File: src/rtl/vector_relu_writeback.sv
// Captures a bias-added vector, optionally applies ReLU per lane, and writes the
// active lanes to a unified buffer at consecutive addresses with a ready/valid handshake.
module vector_relu_writeback #(
  parameter int DATA_WIDTH = 16,
  parameter int NUM_UNITS  = 16,
  parameter int ADDR_WIDTH = 8,
  parameter int RELU_EN    = 1
) (
  input  logic                                 clk,
  input  logic                                 reset,
  input  logic                                 start,
  input  logic [NUM_UNITS-1:0]                 active_units,
  input  logic [DATA_WIDTH-1:0]                In_x [0:NUM_UNITS-1],
  input  logic [ADDR_WIDTH-1:0]                base_addr,
  output logic                                 wr_en,
  output logic [ADDR_WIDTH-1:0]                wr_addr,
  output logic [DATA_WIDTH-1:0]                wr_data,
  input  logic                                 wr_ready,
  output logic                                 busy,
  output logic                                 ready,
  output logic [$clog2(NUM_UNITS+1)-1:0]       num_written
);

  localparam int CNT_W = $clog2(NUM_UNITS + 1);
  localparam int IDX_W = (NUM_UNITS > 1) ? $clog2(NUM_UNITS) : 1;

  localparam logic [CNT_W-1:0]      CNT_ONE  = 1;
  localparam logic [ADDR_WIDTH-1:0] ADDR_ONE = 1;
  localparam logic [NUM_UNITS-1:0]  MASK_ONE = 1;

  typedef enum logic [1:0] {
    IDLE  = 2'd0,
    WRITE = 2'd1,
    DONE  = 2'd2
  } state_t;

  state_t                  state_q, state_d;
  logic [NUM_UNITS-1:0]    mask_q, mask_d;
  logic [DATA_WIDTH-1:0]   lanes_q [0:NUM_UNITS-1];
  logic [DATA_WIDTH-1:0]   lanes_d [0:NUM_UNITS-1];
  logic [ADDR_WIDTH-1:0]   addr_q, addr_d;
  logic [DATA_WIDTH-1:0]   data_q, data_d;
  logic [CNT_W-1:0]        num_q, num_d;

  function automatic logic [DATA_WIDTH-1:0] relu(input logic [DATA_WIDTH-1:0] x);
    if ((RELU_EN != 0) && x[DATA_WIDTH-1])
      return '0;
    return x;
  endfunction

  function automatic logic [IDX_W-1:0] low_idx(input logic [NUM_UNITS-1:0] m);
    logic [IDX_W-1:0] idx;
    logic             found;
    idx   = '0;
    found = 1'b0;
    for (int unsigned i = 0; i < NUM_UNITS; i++) begin
      if (m[i] && !found) begin
        idx   = IDX_W'(i);
        found = 1'b1;
      end
    end
    return idx;
  endfunction

  // addr_q/data_q double as the write-port registers: they are loaded with the
  // next lane to present, and simply hold the last written values once idle.
  always_comb begin
    state_d = state_q;
    mask_d  = mask_q;
    lanes_d = lanes_q;
    addr_d  = addr_q;
    data_d  = data_q;
    num_d   = num_q;
    case (state_q)
      IDLE: begin
        if (start) begin
          for (int unsigned i = 0; i < NUM_UNITS; i++)
            lanes_d[i] = relu(In_x[i]);
          mask_d = active_units;
          num_d  = '0;
          if (|active_units) begin
            state_d = WRITE;
            addr_d  = base_addr;
            data_d  = relu(In_x[low_idx(active_units)]);
          end else begin
            state_d = DONE;
          end
        end
      end
      WRITE: begin
        if (wr_ready) begin
          // mask & (mask - 1) retires exactly the lowest pending lane
          mask_d = mask_q & (mask_q - MASK_ONE);
          num_d  = num_q + CNT_ONE;
          if (mask_d == '0) begin
            state_d = DONE;
          end else begin
            addr_d = addr_q + ADDR_ONE;
            data_d = lanes_q[low_idx(mask_d)];
          end
        end
      end
      DONE: begin
        if (!start)
          state_d = IDLE;
      end
      default: state_d = IDLE;
    endcase
  end

  always_ff @(posedge clk or negedge reset) begin
    if (!reset) begin
      state_q <= IDLE;
      mask_q  <= '0;
      addr_q  <= '0;
      data_q  <= '0;
      num_q   <= '0;
      for (int unsigned i = 0; i < NUM_UNITS; i++)
        lanes_q[i] <= '0;
    end else begin
      state_q <= state_d;
      mask_q  <= mask_d;
      lanes_q <= lanes_d;
      addr_q  <= addr_d;
      data_q  <= data_d;
      num_q   <= num_d;
    end
  end

  assign wr_en       = (state_q == WRITE);
  assign busy        = (state_q == WRITE);
  assign ready       = (state_q == DONE);
  assign wr_addr     = addr_q;
  assign wr_data     = data_q;
  assign num_written = num_q;

endmodule

File: config.mk
export PLATFORM = sky130hd
export DESIGN_NAME = vector_relu_writeback
export DESIGN_NICKNAME = d
export VERILOG_FILES = /design/src/rtl/vector_relu_writeback.sv
export SDC_FILE = /design/constraint.sdc
export NUM_CORES = 1
export LEC_CHECK = 0
export CAP_MARGIN = 10
export CORE_ASPECT_RATIO = 0.5
export CORE_MARGIN = 5
export CORE_UTILIZATION = 45
export DETAILED_ROUTE_END_ITERATION = 8
export PLACE_DENSITY = 0.7
export REMOVE_ABC_BUFFERS = 1
export SLEW_MARGIN = 0
export SYNTH_ARGS = -nofsm -noshare
export SYNTH_HDL_FRONTEND = slang
export SYNTH_SLANG_ARGS = --single-unit
File: constraint.sdc
create_clock -name clk -period 4.6 [get_ports clk]
set_input_delay 0.92 -clock clk [delete_from_list [all_inputs] [get_ports clk]]
set_output_delay 0.92 -clock clk [all_outputs]
set_load 0.01 [all_outputs]
run_1/registers.png
(1.5 px per um)
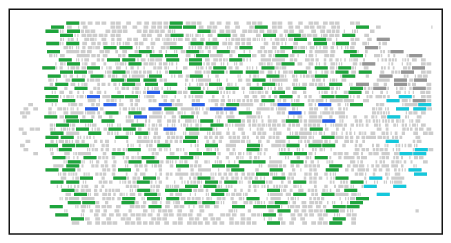
Key: mask_q = cyan [placed flops 16]; lanes_q = green [placed flops 240, where spread over the die]; wr_data = blue [placed flops 15]
Another 15 sequential cells are not coloured.
final core utilization: 59.0%
sequential power: 3.49 mW
flop share of the area: 32.2%

run_1/met2.png
(1.5 px per um)
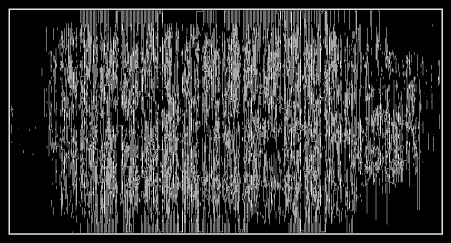
The layer holds 47% of the routed length. The wires run mostly vertical. The layer carries 31.9 mm of wire.
final WL: 67200 um
Vias: 17200
GR Util met2: 50.2%

run_1/final_congestion.png
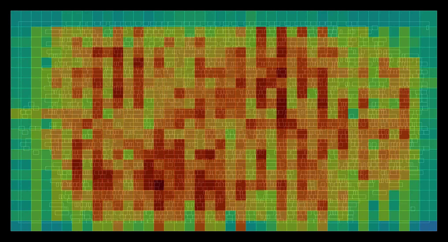
GR Layer Usage met3: 5.71%
routed len/inst: 23.9 um
met1 usage in global routing: 40.6%

==> flow_metrics.env, run 1 <==
# implementation run metrics
export IMPL_setup_ws_ns=0.400
export IMPL_antenna_found_initial=1
export IMPL_core_area_um2=37700
export IMPL_cellPowerDensity_nw_per_um2=458
export IMPL_warning_count=27
export IMPL_register_area_um2=7160
export IMPL_drive_gt1_share_pct=9.23
export IMPL_clkLatencyLatePin_ns=0.58
export IMPL_critPathMaxFanout=31
export IMPL_nets=2551
export IMPL_topCellsByArea="dfrtp_1 (41%), nand2_1 (12%), nand3b_1 (9.7%)"
export IMPL_cts_root_buf="clkbuf_16"
export IMPL_synth_top_cells_by_count="nand2_1 (569), dfrtp_1 (286), nand3b_1 (225)"
export IMPL_top_cell_area_share_pct=41.3
export IMPL_slew_headroom_pct=39.8
export IMPL_async_flop_share_pct=100
export IMPL_final_hold_viol_count=0
export IMPL_status="complete, no violations"
export IMPL_startpoint_type="flip-flop"
export IMPL_dr_pass1_iters=7
export IMPL_fillCellCount=3340
export IMPL_dp_hpwl_um=48500
export IMPL_synth_edff_count=0
export IMPL_hold_buffers=0
export IMPL_top_area_cell="dfrtp_1"
export IMPL_dpl_worst_slack_ns=0.163
run 1: cell type report:
type,count,share of cell area (%)
repair buffers,405,18.1
inverters,11,0.186
flip-flops and latches,286,32.2
clock inverters,10,0.405
clock buffers,42,3.70
multi-input cells,1533,42.5
well taps,520,2.92
run 1: critical path: stages, from the launching register on:
cell and delay, ns:
dfrtp_1 0.49, or4_4 0.65, or4_1 0.61, nand2_1 0.17, o2111ai_1 0.23, o211ai_1 0.56
buf_12 0.31, mux2i_1 0.23, o21ai_1 0.07, a221oi_1 0.56, o41ai_2 0.15
run 1: registers in the layout (all words and copies together), names as in the netlist:
register and count:
wr_data 15, num_written 5, wr_addr 8, mask_q 16
state_q 2, lanes_q 240
run 1: layer usage:
| metal | vias up | global-route usage, % | part of all wire, % |
|---|---|---|---|
| met5 | - | 0 | 0.010 |
| met3 | 186 | 5.71 | 9.0 |
| met2 | 902 | 50.2 | 47 |
| met4 | 2 | 10.8 | 4.0 |
| li1 | 7716 | - | - |
| met1 | 8357 | 40.6 | 39 |
run 1: power groups by stage:
stage | clock [mW] | sequential, mW | combinational (mW)
floorplan | 0 | 3.45 | 2.48
global placement | 0 | 3.50 | 4.23
detailed placement | 0 | 3.52 | 4.27
CTS | 2.38 | 3.48 | 4.29
global route | 2.49 | 3.56 | 4.62
finish | 2.36 | 3.49 | 4.34
run 1: logic make-up after synthesis:
group                      synth area share [%]
and+or+nand+nor                            29.6
AOI/OAI and AO/OA                          16.5
DFF                                        41.3
buffers and inverters                      4.47
muxes                                      7.73
adders and majority gates                 0.267
xor gates and xnor gates                  0.152
other                                    0.0216
run 1: how the worst max path moves through the flow:
stage,start,to,slack [ns],cells past startpoint
5_1_grt,mask_q[1],wr_data[5],0.26,10
3_5_place_dp,active_units[4],wr_data[7],0.16,12
3_3_place_gp,active_units[4],wr_data[1],0.28,13
2_1_floorplan,start,mask_q[0],-4.25,3
6_report,mask_q[1],wr_data[5],0.40,10
4_1_cts,mask_q[1],wr_data[5],0.47,10
run 1: layout by cell type (no fill, tap or decap), drive strengths merged, types with 7 or more instances in the layout:
master           n
nor2            17
nand3           59
clkinv           9
o221ai          13
o21ai           88
o22ai           37
mux2i          108
a21boi           8
clkbuf          42
mux2            23
nor4            10
inv             11
nor3            14
a221oi          16
a211oi          71
o41ai           35
a21oi           28
dfrtp          286
nand3b         225
o31a            17
o211ai          19
buf             92
nand2          570
and3            67
or4              8
nand2b           7
clkdlybuf4s50  313
run_1/drive_strength.png
(2 px per um)
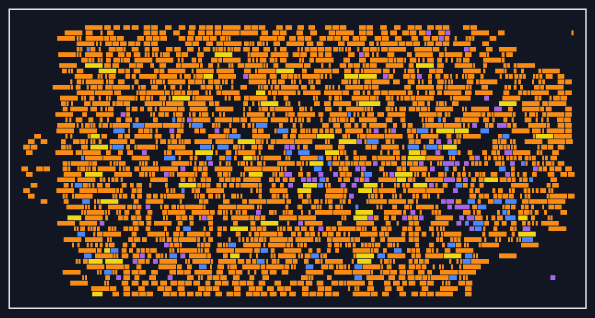

==> run 2: changes to the inputs <==
==> constraint.sdc (replaced) <==
create_clock -name clk -period 4.6 [get_ports clk]
set_input_delay 1.15 -clock clk [delete_from_list [all_inputs] [get_ports clk]]
set_output_delay 1.15 -clock clk [all_outputs]
set_load 0.01 [all_outputs]
run_2/drive_strength.png
(2 px per um)
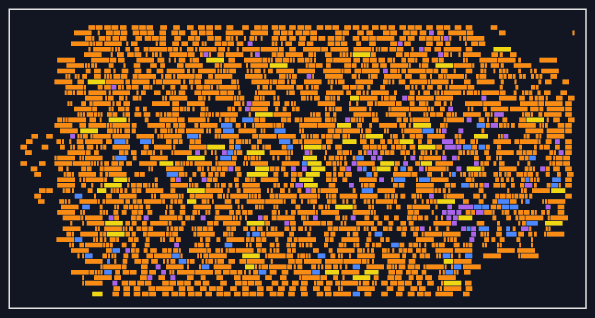
Key: drive 3 to 4 = purple [cells 89, share 3.9%]; drive 2 = blue [cells 67, share 2.9%]; drive 1 or less = orange [cells 2077, share 91%]; drive 6 and up = yellow [cells 56, share 2.4%]
area delta synth->final: 28.7%
final instance area: 22300 um^2
Buffers excl. clock: 411
setup ws final: 0.500 ns

run_2/met2.png
(1.5 px per um)
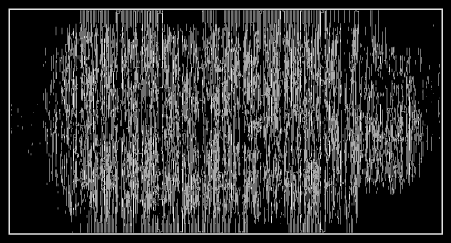
The layer carries 31.8 mm of wire. The wires run mostly vertical. The layer holds 47% of the routed length. 2079 nets have wire on it.
GR Util met2: 50.4%
final WL: 67900 um

==> run 2 against run 1 <==
  * Clock skew down 0.0016 ns
  * First-iteration DRC count up 17%
  * Final area up 0.28%
  * Sequential power about the same
  * Critical path depth up 2
  * Die area unchanged
  * Sequential share of layout area down 0.090 points
  * Maximum frequency up 2.4%
  * Critical path type is now in -> reg
  * Largest cell class unchanged
  * Largest power group unchanged
==> flow_metrics.env, run 2 <==
# implementation run metrics
export IMPL_status="complete, no violations"
export IMPL_dp_hpwl_um=48900
export IMPL_wl_per_cell_um=24.2
export IMPL_cts_root_buf="clkbuf_16"
export IMPL_synth_top_cells_by_count="nand2_1 (569), dfrtp_1 (286), nand3b_1 (225)"
export IMPL_max_stage_delay_ns=0.52
export IMPL_register_area_um2=7160
export IMPL_synth_edff_count=0
export IMPL_top_area_cell="dfrtp_1"
export IMPL_topCellsByArea="dfrtp_1 (41%), nand2_1 (12%), nand3b_1 (9.7%)"
export IMPL_vias=17100
export IMPL_dr_pass1_iters=6
export IMPL_cellPowerDensity_nw_per_um2=455
export IMPL_dpl_worst_slack_ns=-0.169
export IMPL_largest_register_ffs=240
export IMPL_largest_register="lanes_q"
export IMPL_fillCellCount=3313
export IMPL_top_cell_area_share_pct=41.3
export IMPL_layout_top_cell="nand2_1"
export IMPL_slew_headroom_pct=40.2
export IMPL_nets=2557
export IMPL_crit_path_frequent_cell="o41ai_1"
export IMPL_final_hold_viol_count=0
export IMPL_hold_buffers=0
export IMPL_critPathMaxFanout=19
export IMPL_antenna_found_initial=2
export IMPL_crit_chain="clkdlybuf4s50_1 -> nor4_1 -> buf_4 -> nand4_1 -> o21ai_1 -> or3_1 -> buf_12 -> a211oi_1 -> o41ai_1 -> o41ai_1 -> a31o_2 -> o41ai_2"
==> run 2: cell families (layout without fill, tap and decap cells) <==
kind of cell	after synthesis	count (layout)	synth area share [%]
AND-OR/OR-AND	383	383	16.5
AND/OR/NAND/NOR	1011	1011	29.6
multiplexers	131	131	7.73
other	1	1	0.0216
flip-flops	286	286	41.3
buffers and inverters	177	470	4.47
XOR/XNOR	3	3	0.152
adder cells (fa/ha/maj)	4	4	0.267
==> run 2: power groups by stage <==
stage                     registers (mW)  clock network (mW)  logic (mW)
after global placement              3.51                   0        4.23
after floorplan                     3.45                   0        2.48
after detailed placement            3.52                   0        4.27
after global routing                3.56                2.44        4.63
after CTS                           3.48                2.33        4.29
final                               3.49                2.31        4.34
==> run 2: metrics by stage <==
stage / instance area, um^2 / setup TNS (ns) / util, % / hold slack [ns]
2_1_floorplan: 16600 / -1055.13 / - / 0.430
3_3_place_gp: 21400 / -0.359 / 56.8 / 0.442
3_5_place_dp: 21400 / -1.40 / 56.8 / 0.450
4_1_cts: 22300 / 0 / 59.1 / 0.465
5_1_grt: 22300 / 0 / 59.1 / 0.482
6_report: 22300 / 0 / 59.1 / 0.464
==> run 2: layout make-up <==
| cell class | instances | area share (%) |
|---|---|---|
| tap | 520 | 2.92 |
| clock buffer | 42 | 3.60 |
| sequential | 286 | 32.1 |
| multi-input combinational | 1533 | 42.4 |
| clock inverter | 6 | 0.320 |
| timing repair buffer | 411 | 18.5 |
| inverter | 11 | 0.185 |
==> run 2: final timing paths <==
kind                            startpoint            to  slack, ns  cells after the start
max in group asynchronous            reset   lanes_q[72]       3.03                      2
hold reg to reg               lanes_q[155]  lanes_q[155]       0.46                      2
min in group asynchronous            reset   lanes_q[46]       0.56                      1
setup / recovery           active_units[5]    wr_data[5]       0.50                     12
setup reg to reg                 mask_q[1]   wr_data[14]       0.57                     10
hold / removal                lanes_q[155]  lanes_q[155]       0.46                      2
==> run 2: per-layer routing <==
layer  part of all wire (%)  wire length (um)  vias up  global-route usage (%)
met2                     47             31800      861                    50.4
met1                     40             27400     8285                    41.4
met3                    8.0              5430      187                    4.58
li1                       -                 -     7736                       -
met5                  0.040                27        -                       0
met4                    4.7              3180        4                    12.5
==> run 2: critical path: cells and delay by family <==
kind                   cells  cell delay (ns)
AOI/OAI and AO/OA          6             1.56
buffers and inverters      3             0.92
and+or+nand+nor            3             0.93
Power figures rest on the tool's default switching activity, not on a simulated workload.
